==> images/pdn.png <==
The bar under the picture is 50 um long. Pins as bars on the die edge.
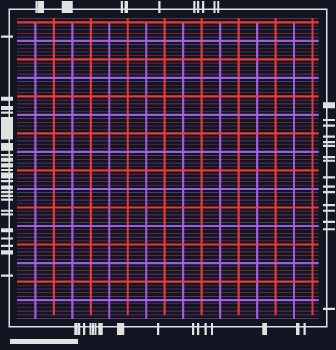
==> images/cell_classes.png <==
Fill, decap, tap and diode cells in grey.
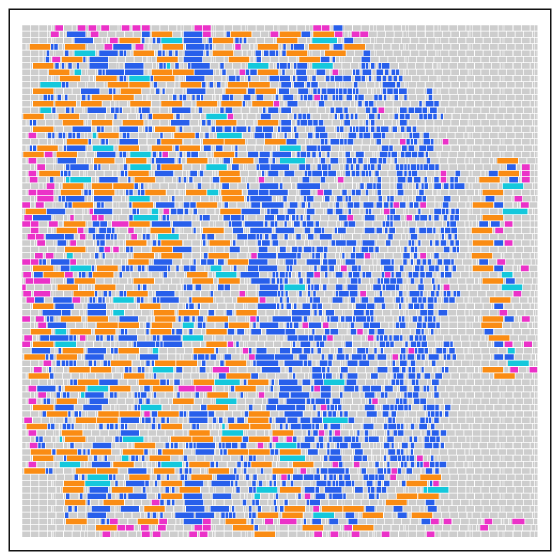
==> images/clock_map.png <==
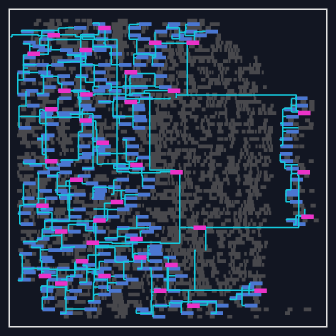
==> images/metal_stack.png <==
The bar under the picture is 50 um long. Only two layers are drawn.
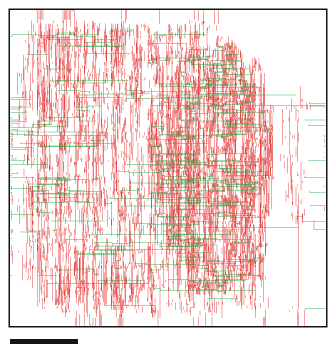
==> images/final_clocks.png <==
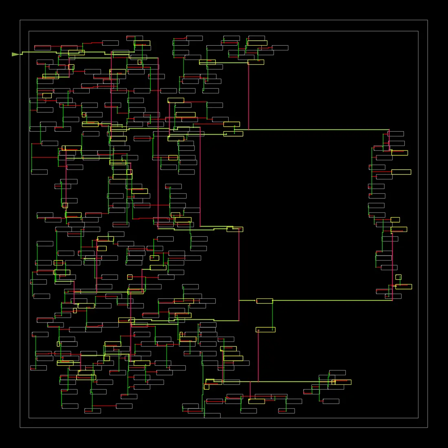
## src/rtl/datapath_pkg.sv

```systemverilog
// Shared definitions for the pipelined datapath: ALU opcodes and flag bit positions.
// Flag positions apply when DATAPATH_FLAGS_EN is defined.
package datapath_pkg;

  typedef enum logic [2:0] {
    ALU_ADD     = 3'b000,
    ALU_SUB     = 3'b001,
    ALU_AND     = 3'b010,
    ALU_XOR     = 3'b011,
    ALU_OR      = 3'b100,
    ALU_SLT     = 3'b101,
    ALU_SHL     = 3'b110,
    ALU_PASSIMM = 3'b111
  } alu_op_e;

  localparam int FLAG_Z = 3;
  localparam int FLAG_N = 2;
  localparam int FLAG_C = 1;
  localparam int FLAG_V = 0;

endpackage

```

## src/rtl/datapath_alu.sv

```systemverilog
// Combinational eight-operation ALU. Carry/overflow are meaningful only for ADD/SUB
// and are driven to 0 for every other opcode.
module datapath_alu
  import datapath_pkg::*;
#(
  parameter int WORD_SIZE = 32
) (
  input  logic [WORD_SIZE-1:0] i_a,
  input  logic [WORD_SIZE-1:0] i_b,
  input  logic [WORD_SIZE-1:0] i_imm,
  input  logic [2:0]           i_op,
  output logic [WORD_SIZE-1:0] o_result,
  output logic                 o_carry,
  output logic                 o_overflow
);

  localparam int SHW = $clog2(WORD_SIZE);
  localparam int MSB = WORD_SIZE - 1;

  alu_op_e            w_op;
  logic [WORD_SIZE:0] w_sum;
  logic [WORD_SIZE:0] w_dif;

  assign w_op  = alu_op_e'(i_op);
  assign w_sum = {1'b0, i_a} + {1'b0, i_b};
  // SUB as A + ~B + 1 so the carry out reads as "no borrow"
  assign w_dif = {1'b0, i_a} + {1'b0, ~i_b} + {{WORD_SIZE{1'b0}}, 1'b1};

  always_comb begin
    o_result   = '0;
    o_carry    = 1'b0;
    o_overflow = 1'b0;
    case (w_op)
      ALU_ADD: begin
        o_result   = w_sum[MSB:0];
        o_carry    = w_sum[WORD_SIZE];
        o_overflow = (i_a[MSB] == i_b[MSB]) && (w_sum[MSB] != i_a[MSB]);
      end
      ALU_SUB: begin
        o_result   = w_dif[MSB:0];
        o_carry    = w_dif[WORD_SIZE];
        o_overflow = (i_a[MSB] != i_b[MSB]) && (w_dif[MSB] != i_a[MSB]);
      end
      ALU_AND:     o_result = i_a & i_b;
      ALU_XOR:     o_result = i_a ^ i_b;
      ALU_OR:      o_result = i_a | i_b;
      ALU_SLT:     o_result[0] = $signed(i_a) < $signed(i_b);
      ALU_SHL:     o_result = i_a << i_b[SHW-1:0];
      ALU_PASSIMM: o_result = i_imm;
      default:     o_result = '0;
    endcase
  end

endmodule

```

## src/rtl/datapath_pipe.sv

```systemverilog
// Two-stage datapath: register file + operand read (issue) then ALU + write-back (EX),
// with an EX->issue bypass. Define DATAPATH_FLAGS_EN to add the {Z,N,C,V} Flags register.
module datapath_pipe
  import datapath_pkg::*;
#(
  parameter  int WORD_SIZE = 32,
  parameter  int NUM_REGS  = 4,
  localparam int ADDR_W    = $clog2(NUM_REGS)
) (
  input  logic                 Clk,
  input  logic                 Rst_n,
  input  logic                 InValid,
  input  logic [ADDR_W-1:0]    RegReadAddr1,
  input  logic [ADDR_W-1:0]    RegReadAddr2,
  input  logic [ADDR_W-1:0]    RegWriteAddr,
  input  logic                 RegWriteEnable,
  input  logic [2:0]           ALUControl,
  input  logic [WORD_SIZE-1:0] Imm,
  input  logic [ADDR_W-1:0]    DbgReadAddr,
  output logic [WORD_SIZE-1:0] DbgReadData,
  output logic [WORD_SIZE-1:0] Result,
  output logic                 ResultValid
`ifdef DATAPATH_FLAGS_EN
  ,output logic [3:0]          Flags
`endif
);

  logic [NUM_REGS-1:0][WORD_SIZE-1:0] r_regs;
  logic [WORD_SIZE-1:0]               r_ex_a, r_ex_b, r_ex_imm, r_result;
  logic [2:0]                         r_ex_op;
  logic [ADDR_W-1:0]                  r_ex_dst;
  logic                               r_ex_we;
  // [0] = EX stage holds an instruction, [1] = Result holds a fresh value
  logic [1:0]                         r_vld_pipe;

  logic [WORD_SIZE-1:0] w_alu_res, w_opa, w_opb;
  logic                 w_carry, w_ovf, w_wb;

  datapath_alu #(.WORD_SIZE(WORD_SIZE)) u_alu (
    .i_a        (r_ex_a),
    .i_b        (r_ex_b),
    .i_imm      (r_ex_imm),
    .i_op       (r_ex_op),
    .o_result   (w_alu_res),
    .o_carry    (w_carry),
    .o_overflow (w_ovf)
  );

  assign w_wb  = r_vld_pipe[0] && r_ex_we;
  assign w_opa = (w_wb && r_ex_dst == RegReadAddr1) ? w_alu_res : r_regs[RegReadAddr1];
  assign w_opb = (w_wb && r_ex_dst == RegReadAddr2) ? w_alu_res : r_regs[RegReadAddr2];

  // Debug port deliberately sees the committed file only, not the in-flight write
  assign DbgReadData = r_regs[DbgReadAddr];
  assign Result      = r_result;
  assign ResultValid = r_vld_pipe[1];

  always_ff @(posedge Clk or negedge Rst_n) begin
    if (!Rst_n) begin
      r_regs     <= '0;
      r_ex_a     <= '0;
      r_ex_b     <= '0;
      r_ex_imm   <= '0;
      r_ex_op    <= '0;
      r_ex_dst   <= '0;
      r_ex_we    <= 1'b0;
      r_result   <= '0;
      r_vld_pipe <= '0;
    end else begin
      r_vld_pipe <= {r_vld_pipe[0], InValid};
      if (InValid) begin
        r_ex_a   <= w_opa;
        r_ex_b   <= w_opb;
        r_ex_imm <= Imm;
        r_ex_op  <= ALUControl;
        r_ex_dst <= RegWriteAddr;
        r_ex_we  <= RegWriteEnable;
      end
      if (w_wb) r_regs[r_ex_dst] <= w_alu_res;
      if (r_vld_pipe[0]) r_result <= w_alu_res;
    end
  end

`ifdef DATAPATH_FLAGS_EN
  logic [3:0] r_flags;

  // Updates on any executed instruction, so SUB without write-back acts as a compare
  always_ff @(posedge Clk or negedge Rst_n) begin
    if (!Rst_n) begin
      r_flags <= '0;
    end else if (r_vld_pipe[0]) begin
      r_flags[FLAG_Z] <= (w_alu_res == '0);
      r_flags[FLAG_N] <= w_alu_res[WORD_SIZE-1];
      r_flags[FLAG_C] <= w_carry;
      r_flags[FLAG_V] <= w_ovf;
    end
  end

  assign Flags = r_flags;
`else
  logic w_unused_flags;
  assign w_unused_flags = w_carry ^ w_ovf;
`endif

endmodule
```

## config.mk

```make
export PLATFORM = sky130hd
export DESIGN_NAME = datapath_pipe
export DESIGN_NICKNAME = d
export VERILOG_FILES = /design/src/rtl/datapath_pkg.sv /design/src/rtl/datapath_alu.sv /design/src/rtl/datapath_pipe.sv
export SDC_FILE = /design/constraint.sdc
export NUM_CORES = 1
export LEC_CHECK = 0
export CORE_MARGIN = 5
export CORE_UTILIZATION = 40
export CTS_CLUSTER_DIAMETER = 50
export DETAILED_ROUTE_END_ITERATION = 16
export GPL_ROUTABILITY_DRIVEN = 0
export PLACE_DENSITY = 0.54
export SLEW_MARGIN = 20
export SYNTH_ARGS = -nofsm -noshare
export SYNTH_HDL_FRONTEND = slang
export SYNTH_SLANG_ARGS = --single-unit
export TNS_END_PERCENT = 5
```

## constraint.sdc

```tcl
create_clock -name Clk -period 4.76 [get_ports Clk]
set_clock_uncertainty 0.2 [all_clocks]
set_input_delay 1.428 -clock Clk [delete_from_list [all_inputs] [get_ports Clk]]
set_output_delay 1.428 -clock Clk [all_outputs]
set_load 0.01 [all_outputs]
```

==> out/summary.txt <==
Worst Max-Slew Pin Slew -> 1.039 ns
Chain of cells forming the critical path -> clkdlybuf4s50_1, buf_12, mux4_2, clkdlybuf4s50_1
Yosys cell count -> 2,111
Largest net degree at the start of global routing -> 90
Critical Path AT -> 3.04 ns
Nets -> 2,328
Period utilization -> 98.04%
CP max stage cell -> clkdlybuf4s50_1
CTS tree -> done
Share of layout cells above drive strength 1 -> 16.06%
Sink Count -> 264
Min-Delay Path Class -> register to register
Synthesized cell area -> 19,730 um2
Unique masters post-synth -> 85
CP delay by family, top -> buffers and inverters
CTS Hold Bufs -> 0
Hold Path Stages -> 1
Synth top cells by count -> nand2_1 (276), dfrtp_1 (264), o21ai_0 (213)
Drt wl/cell -> 25.31 um
Fp util -> 40.39%
DP Wirelength -> 54,610 um
Levels on crit path -> 4
Ys Warns -> 0
IO buf count -> 111
Initial drt markers -> 1,851
RSZ-0062 raised after global routing -> false
Die width -> 232.1 um
Largest stage delay on the critical path -> 0.57 ns
Routed Antenna Nets -> 0
Final Hold Viols -> 0
Main flop type -> dfrtp_1
Tool warnings -> 98
EDFF count, synth -> 0
Post-CTS Resized -> 0
Peak Freq -> 0.2143 GHz
Pins Over Slew Limit -> 0
Final Critical Period -> 4.667 ns
Total grt overflow -> 0
Worst Setup Start Kind -> primary input
Dpl cell area -> 21,730 um2
Die area -> 53,870 um2
Max Root-Sink Buffers -> 3
First-pass GRT wire length -> 111,400 um
Total track usage -> 26.66%
Postcts setup bufs -> 0
R2R depth -> 14
Area reported by Yosys stat -> 19,730 um2
Most used cell along the critical path -> clkdlybuf4s50_1
Cell Pwr Density -> 730.8 nW/um2
Syn_area_per_cell -> 9.346 um2
Setup TNS -> 0 ns
Top cells by area -> dfrtp_1 (33%), mux4_2 (14%), ha_1 (6.6%)
Setup CP Type -> primary input to primary output
DRC -> 0
Die Height -> 232.1 um
Ant diodes -> 0
Core area -> 48,850 um2
Outcome -> complete, no violations
Routed vias -> 17,930
Design area -> 23,150 um2
First drt pass iteration count -> 6
Largest area contributor in the netlist -> dfrtp_1
Worst-path clk slew -> 0.05 ns
Endpoints failing setup -> 0
Net count after synthesis -> 2,264
Via-to-Cell Ratio -> 6.253
Cell count after synthesis -> 2,111
H-tree levels -> 2
Top-area cell share -> 33.48%
Vias in the first global route -> 17,450
Final wirelength -> 72,600 um
Antenna violations before repair -> 0
Required time of the critical path -> 3.13 ns
Count leader, synth -> nand2_1
Leakage -> 0.009460 uW
Root Driver -> clkbuf_16
Notes on pdn.png above:
Key: VSS = purple; VDD = red
16 straps on met4. 112 signal pins sit on the boundary.

Notes on cell_classes.png above:
Key: clock drivers and dummy loads = cyan [cells 68]; all other logic = blue [cells 1,678]; flip-flops = orange [cells 264]; other buffers and delay cells = magenta [cells 194]

Notes on clock_map.png above:
Key: flip-flops = blue [count 264]; clock wires = cyan [length 4,110 um]; cells driving clock nets = magenta [count 37]
There are 38 routed clock nets.

Notes on metal_stack.png above:
Key: met3 = green [wire length 6,940 um]; met2 = red [wire length 30.6 mm]

Notes on final_clocks.png above:
# clk buffers: 47
clock-net power: 3110 uW
clk ins delay skew pair: 0.57 ns
CTS Buf Count: 37
layout sequential cell count: 264

final timing paths:
check,endpoint,startpoint
min reg2reg,r_ex_imm[6],r_ex_imm[6]
min in group asynchronous,r_ex_imm[7],Rst_n
min,r_ex_imm[6],r_ex_imm[6]
max,DbgReadData[13],DbgReadAddr[1]
max in group asynchronous,r_regs[87],Rst_n
max reg2reg,r_regs[26],r_ex_b[0]
registers in the layout (all words and copies together), names as in the netlist:
signal and flops:
Result 32, r_ex_a 32, r_ex_b 32, r_ex_dst 2
r_ex_imm 32, r_ex_op 3, r_ex_we 1, r_regs 128
r_vld_pipe 2
power breakdown:
| part | switching, uW | internal [uW] | total (uW) |
|---|---|---|---|
| clock network | 1140 | 1980 | 3110 |
| logic | 5700 | 3890 | 9590 |
| registers | 1110 | 3110 | 4220 |
| total | 7950 | 8970 | 16900 |
final cells by class:
cell class                      instances  area [um2]
Inverter                              101       379.1
Multi-Input combinational cell       1577       12080
Tap cell                              664       830.8
Sequential cell                       264        6613
Clock buffer                           47        1055
Fill cell                            4683       25700
Timing Repair Buffer                  194        1838
Clock inverter                         21       352.8
kinds of logic (layout without fill, tap and decap cells):
group                    count (synthesis)  after routing  synth area share, %
multiplexers                           214            214                19.52
AND-OR/OR-AND                          645            645                20.91
flip-flops                             264            264                33.48
adder cells (fa/ha/maj)                106            106                6.798
XOR/XNOR                                14             14               0.6215
buffers and inverters                  270            363                5.371
AND/OR/NAND/NOR                        598            598                13.30
metrics by stage:
stage / setup slack, ns / cells / hold WS (ns) / power [uW] / util [%]
3_5_place_dp: 0.08912 / 2800 / 0.3105 / 13500 / 44.49
3_3_place_gp: 0.1125 / 2800 / 0.2962 / 13420 / 44.49
2_1_floorplan: 0.3439 / 2111 / 0.1927 / 9915 / -
4_1_cts: 0.08808 / 2868 / 0.3222 / 16690 / 47.37
5_1_grt: 0.02453 / 2868 / 0.3335 / 17900 / 47.38
6_report: 0.09314 / 2868 / 0.3151 / 16920 / 47.38
cells in the final DEF, fill, tap and decap left out, types with 34 or more instances in the layout:
| master | count |
|---|---|
| o221ai_1 | 35 |
| o21ai_0 | 213 |
| nand3_1 | 63 |
| a21oi_1 | 138 |
| dfrtp_1 | 261 |
| nand2_1 | 275 |
| clkbuf_16 | 38 |
| nor2_1 | 141 |
| inv_1 | 96 |
| mux4_2 | 125 |
| ha_1 | 104 |
| o211ai_1 | 34 |
| clkdlybuf4s50_1 | 106 |
| mux2_2 | 47 |
| buf_4 | 74 |
| mux2i_1 | 36 |
metal layers:
layer / GRT usage, % / routed length, um / vias to the layer above
li1: - / - / 7991
met1: 39.89 / 32320 / 8844
met2: 38.47 / 30560 / 947
met3: 5.588 / 6943 / 152
met4: 8.973 / 2787 / 0
met5: 0 / 0 / -
Power figures rest on the tool's default switching activity, not on a simulated workload.
